File: config.mk
export PLATFORM = sky130hd
export DESIGN_NAME = mem_arbiter_flat
export DESIGN_NICKNAME = d
export VERILOG_FILES = /design/src/rtl/mem_arbiter_if.sv /design/src/rtl/mem_arbiter.sv /design/src/flat_wrapper.sv
export SDC_FILE = /design/constraint.sdc
export NUM_CORES = 1
export LEC_CHECK = 0
export ABC_AREA = 1
export ABC_CLOCK_PERIOD_IN_PS = 2040
export CAP_MARGIN = 0
export CELL_PAD_IN_SITES_DETAIL_PLACEMENT = 2
export CELL_PAD_IN_SITES_GLOBAL_PLACEMENT = 2
export CORE_ASPECT_RATIO = 1.75
export CORE_UTILIZATION = 22
export DETAILED_ROUTE_END_ITERATION = 8
export PLACE_DENSITY_LB_ADDON = 0.1
export SLEW_MARGIN = 10
export SYNTH_ARGS = -nofsm -noshare
export SYNTH_HDL_FRONTEND = slang
export SYNTH_SLANG_ARGS = --single-unit
File: constraint.sdc
create_clock -name clk -period 2.04 [get_ports clk]
set_input_delay 0.51 -clock clk [delete_from_list [all_inputs] [get_ports clk]]
set_output_delay 0.51 -clock clk [all_outputs]
set_load 0.02 [all_outputs]
File: src/rtl/mem_arbiter_if.sv
// ----------------------------------------------------------------
// mem_arbiter_if: fetch/data requester and memory port bundle. Rev 1.0
// ----------------------------------------------------------------
`default_nettype none

interface mem_arbiter_if #(
  parameter int AW = 32,
  parameter int DW = 32
);
  logic          if_req;
  logic [AW-1:0] if_addr;
  logic [DW-1:0] if_rdata;
  logic          if_ready;
  logic          dm_req;
  logic          dm_we;
  logic [AW-1:0] dm_addr;
  logic [DW-1:0] dm_wdata;
  logic [DW-1:0] dm_rdata;
  logic          dm_ready;
  logic          mem_req;
  logic          mem_we;
  logic [AW-1:0] mem_addr;
  logic [DW-1:0] mem_wdata;
  logic [DW-1:0] mem_rdata;
  logic          mem_ack;
  logic          stall;

  // master: pipeline stages plus memory model; slave: the arbiter itself
  modport master (
    output if_req, if_addr, dm_req, dm_we, dm_addr, dm_wdata, mem_rdata, mem_ack,
    input  if_rdata, if_ready, dm_rdata, dm_ready, mem_req, mem_we, mem_addr,
           mem_wdata, stall
  );

  modport slave (
    input  if_req, if_addr, dm_req, dm_we, dm_addr, dm_wdata, mem_rdata, mem_ack,
    output if_rdata, if_ready, dm_rdata, dm_ready, mem_req, mem_we, mem_addr,
           mem_wdata, stall
  );
endinterface

`default_nettype wire

File: src/rtl/mem_arbiter.sv
// ----------------------------------------------------------------
// mem_arbiter: shares one multi-cycle memory port between fetch and data. Rev 1.0
// Option macro ARB_STARVE_GUARD_EN: bounds data grants while fetch waits.
// ----------------------------------------------------------------
`default_nettype none

module mem_arbiter #(
  parameter int AW         = 32,
  parameter int DW         = 32,
  parameter int MAX_STREAK = 4
) (
  input  wire logic   clk,
  input  wire logic   rst,
  mem_arbiter_if.slave bus
);

  typedef enum logic [1:0] {
    IDLE    = 2'd0,
    IF_BUSY = 2'd1,
    DM_BUSY = 2'd2,
    DONE    = 2'd3
  } state_e;

  state_e        state_q;
  logic          mem_req_q;
  logic          mem_we_q;
  logic [AW-1:0] mem_addr_q;
  logic [DW-1:0] mem_wdata_q;
  logic [DW-1:0] if_rdata_q;
  logic [DW-1:0] dm_rdata_q;
  logic          if_ready_q;
  logic          dm_ready_q;

  logic          grant_dm_d;
  logic          grant_if_d;

`ifdef ARB_STARVE_GUARD_EN
  localparam int SW = (MAX_STREAK < 1) ? 1 : $clog2(MAX_STREAK + 1);

  logic [SW-1:0] streak_q;
  logic          starve_d;

  assign starve_d   = (streak_q == SW'(MAX_STREAK));
  assign grant_dm_d = bus.dm_req & ~(bus.if_req & starve_d);

  // Only IDLE arbitrations move the counter; a waiting fetch lengthens the streak.
  always_ff @(posedge clk) begin
    if (rst) begin
      streak_q <= '0;
    end else if (state_q == IDLE) begin
      if (grant_dm_d && bus.if_req) begin
        streak_q <= starve_d ? streak_q : streak_q + SW'(1);
      end else begin
        streak_q <= '0;
      end
    end
  end
`else
  assign grant_dm_d = bus.dm_req;
`endif

  assign grant_if_d = bus.if_req & ~grant_dm_d;

  always_ff @(posedge clk) begin
    if (rst) begin
      state_q     <= IDLE;
      mem_req_q   <= 1'b0;
      mem_we_q    <= 1'b0;
      mem_addr_q  <= '0;
      mem_wdata_q <= '0;
      if_rdata_q  <= '0;
      dm_rdata_q  <= '0;
      if_ready_q  <= 1'b0;
      dm_ready_q  <= 1'b0;
    end else begin
      if_ready_q <= 1'b0;
      dm_ready_q <= 1'b0;
      case (state_q)
        IDLE: begin
          if (grant_dm_d) begin
            state_q     <= DM_BUSY;
            mem_req_q   <= 1'b1;
            mem_we_q    <= bus.dm_we;
            mem_addr_q  <= bus.dm_addr;
            mem_wdata_q <= bus.dm_wdata;
          end else if (grant_if_d) begin
            state_q     <= IF_BUSY;
            mem_req_q   <= 1'b1;
            mem_we_q    <= 1'b0;
            mem_addr_q  <= bus.if_addr;
            mem_wdata_q <= '0;
          end
        end
        IF_BUSY: begin
          if (bus.mem_ack) begin
            if_rdata_q <= bus.mem_rdata;
            if_ready_q <= 1'b1;
            mem_req_q  <= 1'b0;
            state_q    <= DONE;
          end
        end
        DM_BUSY: begin
          if (bus.mem_ack) begin
            dm_rdata_q <= bus.mem_rdata;
            dm_ready_q <= 1'b1;
            mem_req_q  <= 1'b0;
            state_q    <= DONE;
          end
        end
        DONE: begin
          state_q <= IDLE;
        end
        default: begin
          state_q <= IDLE;
        end
      endcase
    end
  end

  assign bus.mem_req   = mem_req_q;
  assign bus.mem_we    = mem_we_q;
  assign bus.mem_addr  = mem_addr_q;
  assign bus.mem_wdata = mem_wdata_q;
  assign bus.if_rdata  = if_rdata_q;
  assign bus.dm_rdata  = dm_rdata_q;
  assign bus.if_ready  = if_ready_q;
  assign bus.dm_ready  = dm_ready_q;
  // Stall is combinational so the pipeline resumes in the same cycle as the ready pulse.
  assign bus.stall     = (bus.if_req & ~if_ready_q) | (bus.dm_req & ~dm_ready_q);

endmodule

`default_nettype wire

File: src/flat_wrapper.sv
// flat-port wrapper written by rule: the top's interface ports become plain ports
module mem_arbiter_flat 
#(
  parameter int AW         = 32,
  parameter int DW         = 32,
  parameter int MAX_STREAK = 4
)
  (clk, rst, bus_if_req, bus_if_addr, bus_dm_req, bus_dm_we, bus_dm_addr, bus_dm_wdata, bus_mem_rdata, bus_mem_ack, bus_if_rdata, bus_if_ready, bus_dm_rdata, bus_dm_ready, bus_mem_req, bus_mem_we, bus_mem_addr, bus_mem_wdata, bus_stall);
  mem_arbiter_if #(.AW(AW), .DW(DW)) bus_i ();
  input  wire logic clk;
  input  wire logic rst;
  input wire logic [$bits(bus_i.if_req)-1:0] bus_if_req;
  input wire logic [$bits(bus_i.if_addr)-1:0] bus_if_addr;
  input wire logic [$bits(bus_i.dm_req)-1:0] bus_dm_req;
  input wire logic [$bits(bus_i.dm_we)-1:0] bus_dm_we;
  input wire logic [$bits(bus_i.dm_addr)-1:0] bus_dm_addr;
  input wire logic [$bits(bus_i.dm_wdata)-1:0] bus_dm_wdata;
  input wire logic [$bits(bus_i.mem_rdata)-1:0] bus_mem_rdata;
  input wire logic [$bits(bus_i.mem_ack)-1:0] bus_mem_ack;
  output wire logic [$bits(bus_i.if_rdata)-1:0] bus_if_rdata;
  output wire logic [$bits(bus_i.if_ready)-1:0] bus_if_ready;
  output wire logic [$bits(bus_i.dm_rdata)-1:0] bus_dm_rdata;
  output wire logic [$bits(bus_i.dm_ready)-1:0] bus_dm_ready;
  output wire logic [$bits(bus_i.mem_req)-1:0] bus_mem_req;
  output wire logic [$bits(bus_i.mem_we)-1:0] bus_mem_we;
  output wire logic [$bits(bus_i.mem_addr)-1:0] bus_mem_addr;
  output wire logic [$bits(bus_i.mem_wdata)-1:0] bus_mem_wdata;
  output wire logic [$bits(bus_i.stall)-1:0] bus_stall;
  assign bus_i.if_req = bus_if_req;
  assign bus_i.if_addr = bus_if_addr;
  assign bus_i.dm_req = bus_dm_req;
  assign bus_i.dm_we = bus_dm_we;
  assign bus_i.dm_addr = bus_dm_addr;
  assign bus_i.dm_wdata = bus_dm_wdata;
  assign bus_i.mem_rdata = bus_mem_rdata;
  assign bus_i.mem_ack = bus_mem_ack;
  assign bus_if_rdata = bus_i.if_rdata;
  assign bus_if_ready = bus_i.if_ready;
  assign bus_dm_rdata = bus_i.dm_rdata;
  assign bus_dm_ready = bus_i.dm_ready;
  assign bus_mem_req = bus_i.mem_req;
  assign bus_mem_we = bus_i.mem_we;
  assign bus_mem_addr = bus_i.mem_addr;
  assign bus_mem_wdata = bus_i.mem_wdata;
  assign bus_stall = bus_i.stall;
  mem_arbiter #(.AW(AW), .DW(DW), .MAX_STREAK(MAX_STREAK)) u_core (.clk(clk), .rst(rst), .bus(bus_i));
endmodule
==> flow_summary.toml, run 1 <==
# generated from flow reports
[run_status]
outcome = "completed"

[worst_setup_path]
crit_chain = "clkdlybuf4s50_1"
crit_path_start_kind = "flip-flop"
worstSetupPathType = "flip-flop to output port"
crit_path_end = "bus_dm_ready"
rr_endpoint = "u_core.bus.mem_addr[8]"
reg2reg_from = "u_core.state_q[0]"
cp.arrival_ns = 1.45
path_max_fanout = 2
critPathRequiredTime_ns = 1.53
crit_path_start = "u_core.bus.dm_ready"
path_depth = 1
worst-path-buf-inv = 1
reg2reg_slack_ns = 0.49

[layout]
largest_class = "buffers"
layout_top_cell = "clkdlybuf4s50_1"
seq_share_pct = 30.56
stdcell_count = 1276
logic_area_um2 = 2182
regArea_um2 = 2683
fill_cells = 2631
comb_cells = 511
syn_to_final_growth_pct = 70.29
drive_gt1_share_pct = 5.744
final_nets = 1100
num-nonclk-buffers = 285
comb-cell-share_pct = 24.86
post-route-util_pct = 38.44
bufAreaShareNonClock_pct = 32.70
final_layout_top_logic_cells = "clkdlybuf4s50_1, nor2_1, nand2_1"

[global_routing]
grt_pass1_wl_um = 33510
gr-total-overflow = 0
first_global_vias = 6455
antenna_found_initial = 1
grt.met3_usage_pct = 5.763
grtUsageMet1_pct = 16.63
grtUsageTotal_pct = 18.03

[final_timing]
slew_viol_final = 0
worst_hold_slack_ns = 0.4608
clock_skew_ns = 0.007172
max-slew-margin-rel_pct = 69.85
max_freq_mhz = 510.9
grt_setup_unrepaired = "false"
setup_ws_ns = 0.08264
worst_pin_slew_ns = 0.4522
final-hold-violation-count = 0
fin_tns_setup_ns = 0
period_used_pct = 95.95
min_period_ns = 1.957

[synthesis]
ys_area_um2 = 5155
syn_nets = 846
simple_gate_share_pct = 27.91
logic_family = "simple AND/OR/NAND/NOR gates"
edf_count = 0
synth.largest_area_cell = "dfxtp_1"
syn-mean-instance-area_um2 = 7.281
synth_xor_xnor_area_share_pct = 0
synthAoiAreaFrac_pct = 13.30
syn_inst = 708
synth-warning-count = 0
synth_cell_types = 17
synth_seq_share_pct = 52.04
top_cells_by_count = "nor2_1, nand2_1, dfxtp_1"
netlist_area_um2 = 5155
ff_type = "dfxtp_1"
mux_area_share_pct = 0
top_cell = "nor2_1"
yosys_cells = 708

[power_and_ir_drop]
pg_comb_mw = 4.62
p_per_area_nw_per_um2 = 1304
power_mw = 11.45
p_leak_nw = 3.458
power_leader = "combinational logic"
pwr-share-seq_pct = 31.8
combPwrFrac_pct = 40.3
clock_power_mw = 3.19
pg_seq_mw = 3.64
p_clk_share_pct = 27.9
p_int_mw = 7.281
switching_share_pct = 36.40

[placed_design]
dpl_worst_slack_ns = -0.2975
gp_congestion = 0.7142
place_inst = 1243
postPlaceCellArea_um2 = 8164

[die]
coreArea_um2 = 22830
die_y_um = 204.5
dieArea_um2 = 24070
taps = 300
num_io_pins = 267
chipWidth_um = 117.7
initCoreUtil_pct = 22.58
num_rows = 73

[route]
wl_met2_um = 11760
wl_met1_um = 7491
top_layer_used = "met4"
wl_met3_um = 1328
drt_pass1_iterations = 4
drt-initial-drc-count = 136
viasPerCell = 4.463
drc = 0
antenna_left = 0
dr_total_vias = 5695

[worst_hold_path]
worstHoldStart = "u_core.bus.mem_wdata[22]"
min_delay_path_depth = 2
hold_class = "flip-flop to flip-flop"
hold_path_end = "u_core.bus.mem_wdata[22]"

[job]
maxCapViolations = 0
tool_warnings = 29

[cts]
cts_tree = "done"
cts_root_buffer = "clkbuf_16"
htree_levels = 4
cts_resized = 3
clk_latency_ns = 0.43
cts_made_buffers = 17
cts_setup_buffers = 0
cts_sinks = 134
cts_buffer_depth = 2
**Run 1: routing congestion**

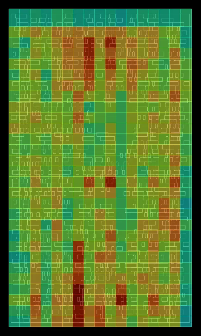
routed len/inst: 16.63 µm
Most Crowded Layer GR: met2
met2 Resource Use GR: 35.29%

**Run 1: metal 4**

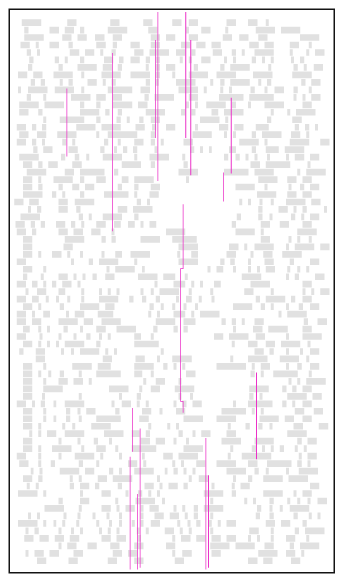
wire length on this layer	641 µm
nets with wire on the layer	11
main direction	vertical
share of all routed wire	3.0%
longest straight run	64.6 µm

**Run 1: register map, names as in the netlist**

Other sequential cells in the stronger grey, the rest of the logic in the fainter grey.
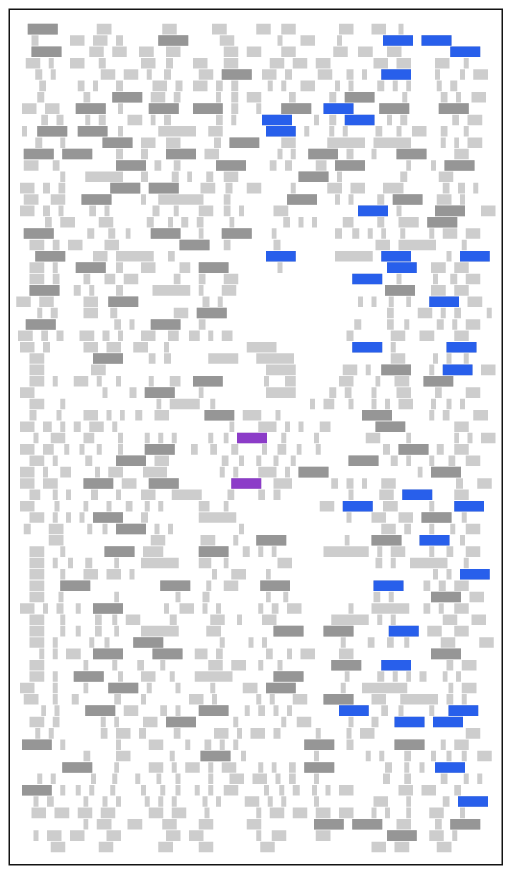
colour	netlist name	flops
blue	u_core.bus.if_rdata	32
purple	u_core.state_q	2
not coloured	100

**Run 1: clock wires, drivers and flops**

Bar = 20 µm.
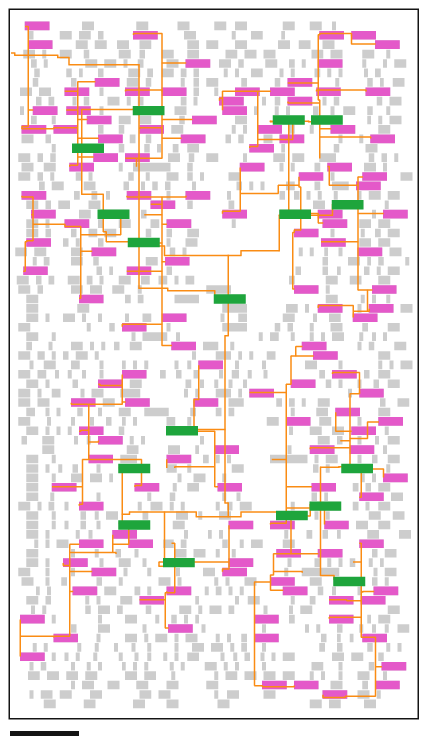

==> run 2, diff against run 1 <==
Settings changed: CTS_CLUSTER_DIAMETER from default to 60, MAX_ROUTING_LAYER from default to met4.
**Run 2: clock wires, drivers and flops**

Bar = 20 µm.
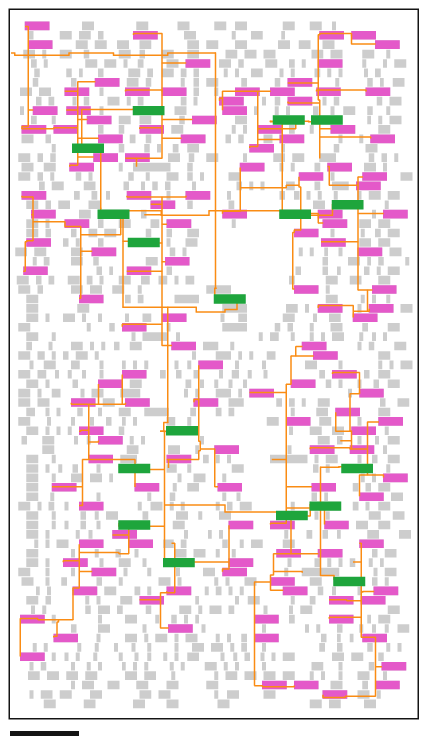
[orange] clock wires | length: 2020 µm
[green] clock-net drivers | count: 17
[magenta] flip-flops | count: 134
routed clock nets	18

==> run 2 against run 1 <==
  * Die area is the same
  * Hold slack about the same
  * Setup slack worse by 0.0044 ns
  * Largest power group unchanged
  * Wire length barely moved
  * Critical path depth did not move
  * First-iteration DRC count increased by 17%
  * Via count increased by 0.37%
  * Sequential share of layout area unchanged
  * Maximum frequency shrank 0.22%
  * Final area stayed put
  * Utilization stayed put
==> flow_summary.toml, run 2 <==
# generated from flow reports
[run_status]
outcome = "completed"

[global_routing]
antenna_found_initial = 1
grtUsageTotal_pct = 18.54
grtUsageMet2_pct = 35.29
grt_pass1_wl_um = 33400
grtUsageMet1_pct = 16.78
top_usage_layer = "met2"
gr-total-overflow = 0
first_global_vias = 6467

[synthesis]
syn-mean-instance-area_um2 = 7.281
top_cells_by_count = "nor2_1, nand2_1, dfxtp_1"
yosys_cells = 708
netlist_area_um2 = 5155
synth_xor_xnor_area_share_pct = 0
edf_count = 0
syn_inst = 708
synth_cell_types = 17
logic_family = "simple AND/OR/NAND/NOR gates"
top_cell = "nor2_1"
simple_gate_share_pct = 27.91
mux_area_share_pct = 0
synth_seq_share_pct = 52.04
syn_nets = 846

[layout]
bufAreaShareNonClock_pct = 32.70
num-nonclk-buffers = 285
largest_class = "buffers"
fill_cells = 2631
stdcell_count = 1276
final_layout_top_logic_cells = "clkdlybuf4s50_1, nor2_1, nand2_1"
syn_to_final_growth_pct = 70.29
layout_top_cell = "clkdlybuf4s50_1"
post-route-util_pct = 38.44
regArea_um2 = 2683

[worst_setup_path]
path_max_fanout = 2
worstSetupPathType = "flip-flop to output port"
rr_endpoint = "u_core.bus.mem_addr[8]"
worst-path-buf-inv = 1
critPathRequiredTime_ns = 1.53
path_depth = 1
crit_path_start = "u_core.bus.dm_ready"
crit_path_start_kind = "flip-flop"
reg2reg_from = "u_core.state_q[0]"
reg2reg_slack_ns = 0.49
crit_path_end = "bus_dm_ready"
cp.arrival_ns = 1.45

[power_and_ir_drop]
combPwrFrac_pct = 40.3
clock_power_mw = 3.19
power_mw = 11.44
p_clk_share_pct = 27.9
pg_seq_mw = 3.64
p_int_mw = 7.281
pg_comb_mw = 4.61
pwr-share-seq_pct = 31.8
p_per_area_nw_per_um2 = 1304
p_leak_nw = 3.458

[route]
top_layer_used = "met4"
viasPerCell = 4.480
wl_met3_um = 1281
dr_total_vias = 5716
drc = 0
avgRoutedWirePerCell_um = 16.65
antenna_left = 0
drt-initial-drc-count = 159
wl_met2_um = 11760
drt_pass1_iterations = 4

[cts]
cts_buffer_depth = 2
cts_setup_buffers = 0
cts_root_buffer = "clkbuf_16"
clk_latency_ns = 0.43
cts_tree = "done"
cts_resized = 3
htree_levels = 4
cts_made_buffers = 17

[job]
tool_warnings = 29

[final_timing]
clock_skew_ns = 0.007981
min_period_ns = 1.962
period_used_pct = 96.16
slew_viol_final = 0
worst_hold_slack_ns = 0.4608
fin_tns_setup_ns = 0
final-hold-violation-count = 0
worst_pin_slew_ns = 0.4505
setup_ws_ns = 0.07824
grt_setup_unrepaired = "false"

[die]
initCoreUtil_pct = 22.58
dieArea_um2 = 24070
num_rows = 73
coreArea_um2 = 22830
num_io_pins = 267
taps = 300
die_y_um = 204.5

[placed_design]
place_inst = 1243
dpl_worst_slack_ns = -0.2975
gp_congestion = 0.7225
postPlaceCellArea_um2 = 8164

[worst_hold_path]
worstHoldStart = "u_core.bus.mem_wdata[22]"
min_delay_path_depth = 2
hold_path_end = "u_core.bus.mem_wdata[22]"
hold_class = "flip-flop to flip-flop"
**Run 2: ports around the boundary**

Pins as bars across the die edge, other pins in grey.
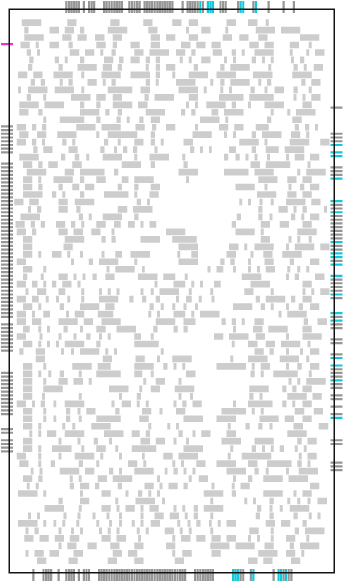
colour	port	pins	direction	edge
magenta	clk	1	input	left
cyan	bus_dm_rdata	32	output	18 right, 7 bottom, 7 top

**Run 2: routing congestion**

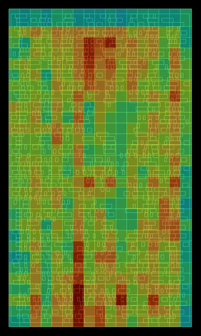

==> run 3, diff against run 2 <==
Settings changed: PLACE_DENSITY_LB_ADDON 0.1 to 0.12.
**Run 3: routing congestion**

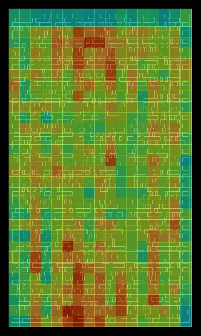
Total GRT Usage: 18.53%
routing usage on met3: 4.482%

**Run 3: clock wires, drivers and flops**

Bar = 20 µm.
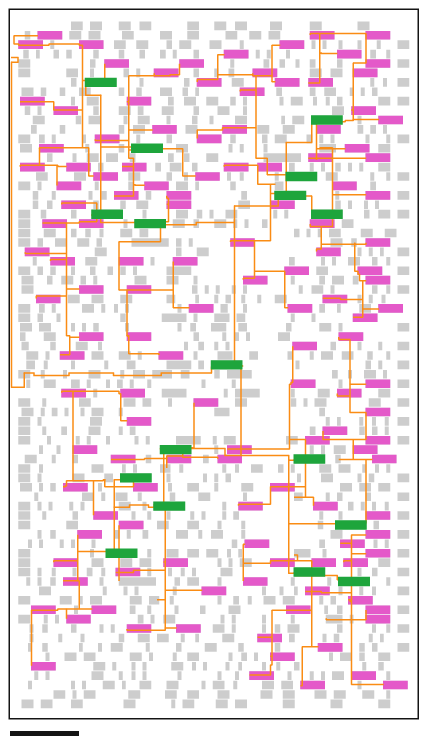
[orange] clock wires | length: 2200 µm
[green] clock-net drivers | count: 17
[magenta] flip-flops | count: 134
flops lie	widely spread

==> run 3 against run 2 <==
  * Clock power increased by 1%
  * Sequential power about the same
  * Hold slack improved by 0.0017 ns
  * Utilization about the same
  * Setup slack got worse by 0.013 ns
==> flow_summary.toml, run 3 <==
# generated from flow reports
[route]
top_layer_used = "met4"
drt_wl_total_um = 21190
drc = 0
drt-initial-drc-count = 221
wl_met3_um = 1047
wl_met2_um = 11800
dr_total_vias = 5685
avgRoutedWirePerCell_um = 16.59
antenna_left = 0
drt_pass1_iterations = 4
viasPerCell = 4.452
wl_met1_um = 8000

[power_and_ir_drop]
pwr-share-seq_pct = 31.5
pg_comb_mw = 4.65
power_leader = "combinational logic"
p_leak_nw = 3.452
p_clk_share_pct = 28.1
p_switching_mw = 4.171
power_mw = 11.50
p_int_mw = 7.325
p_per_area_nw_per_um2 = 1309
switching_share_pct = 36.28
clock_power_mw = 3.23
combPwrFrac_pct = 40.4
pg_seq_mw = 3.62

[cts]
htree_levels = 4
clk_latency_ns = 0.42
cts_root_buffer = "clkbuf_16"
cts_tree = "done"
cts_setup_buffers = 0
cts_resized = 2
clkTransAtPathRegs_ns = 0.06
cts_buffer_depth = 2
cts_made_buffers = 17
cts_sinks = 134

[final_timing]
min_period_ns = 1.975
grt_setup_unrepaired = "false"
slew_viol_final = 0
worst_hold_slack_ns = 0.4625
worst_pin_slew_ns = 0.4483
final-hold-violation-count = 0
fin_tns_setup_ns = 0
max-slew-margin-rel_pct = 70.12
setup_ws_ns = 0.06486
clock_skew_ns = 0.01189
period_used_pct = 96.82
max_freq_mhz = 506.3

[layout]
drive_gt1_share_pct = 5.447
comb-cell-share_pct = 24.85
logic_area_um2 = 2182
final_nets = 1098
syn_to_final_growth_pct = 70.36
regArea_um2 = 2683
bufAreaShareNonClock_pct = 32.65
layout_top_cell = "clkdlybuf4s50_1"
post-route-util_pct = 38.46
fill_cells = 2662
ff_count = 134
num-nonclk-buffers = 283
seq_share_pct = 30.55
stdcell_count = 1277
final_layout_top_logic_cells = "clkdlybuf4s50_1, nor2_1, nand2_1"
largest_class = "buffers"
comb_cells = 511

[worst_setup_path]
critPathRequiredTime_ns = 1.53
worstSetupPathType = "flip-flop to output port"
reg2reg_from = "u_core.state_q[0]"
crit_path_start_kind = "flip-flop"
path_depth = 1
path_max_fanout = 2
cp.arrival_ns = 1.47
worst-path-buf-inv = 1
crit_path_end = "bus_mem_wdata[15]"
crit_path_start = "u_core.bus.mem_wdata[15]"
rr_endpoint = "u_core.state_q[1]"
reg2reg_slack_ns = 0.49
crit_chain = "clkdlybuf4s50_1"

[die]
initCoreUtil_pct = 22.58
die_y_um = 204.5
taps = 300
num_io_pins = 267
chipWidth_um = 117.7
num_rows = 73
coreArea_um2 = 22830
dieArea_um2 = 24070

[synthesis]
yosys_cells = 708
syn-mean-instance-area_um2 = 7.281
synth_cell_types = 17
synth-warning-count = 0
top_cells_by_count = "nor2_1, nand2_1, dfxtp_1"
simple_gate_share_pct = 27.91
ys_area_um2 = 5155
top_cell = "nor2_1"
synthAoiAreaFrac_pct = 13.30
mux_area_share_pct = 0
netlist_area_um2 = 5155
syn_inst = 708
edf_count = 0
synth_xor_xnor_area_share_pct = 0
syn_nets = 846
ff_type = "dfxtp_1"
synth_seq_share_pct = 52.04
logic_family = "simple AND/OR/NAND/NOR gates"
synth.largest_area_cell = "dfxtp_1"

[global_routing]
grtUsageMet1_pct = 18.04
gr-total-overflow = 0
top_usage_layer = "met2"
grt_pass1_wl_um = 33020
first_global_vias = 6038
grt_max_degree = 70
antenna_found_initial = 3
grtUsageMet2_pct = 34.64

[worst_hold_path]
worstHoldStart = "u_core.bus.mem_wdata[1]"
hold_path_end = "u_core.bus.mem_wdata[1]"
hold_class = "flip-flop to flip-flop"
min_delay_path_depth = 2

[placed_design]
place_inst = 1241
postPlaceCellArea_um2 = 8162
gp_congestion = 0.7469
dpl_worst_slack_ns = -0.2961

[job]
tool_warnings = 29
maxCapViolations = 0

[run_status]
outcome = "completed"
Power is estimated from default activity; no workload was simulated.
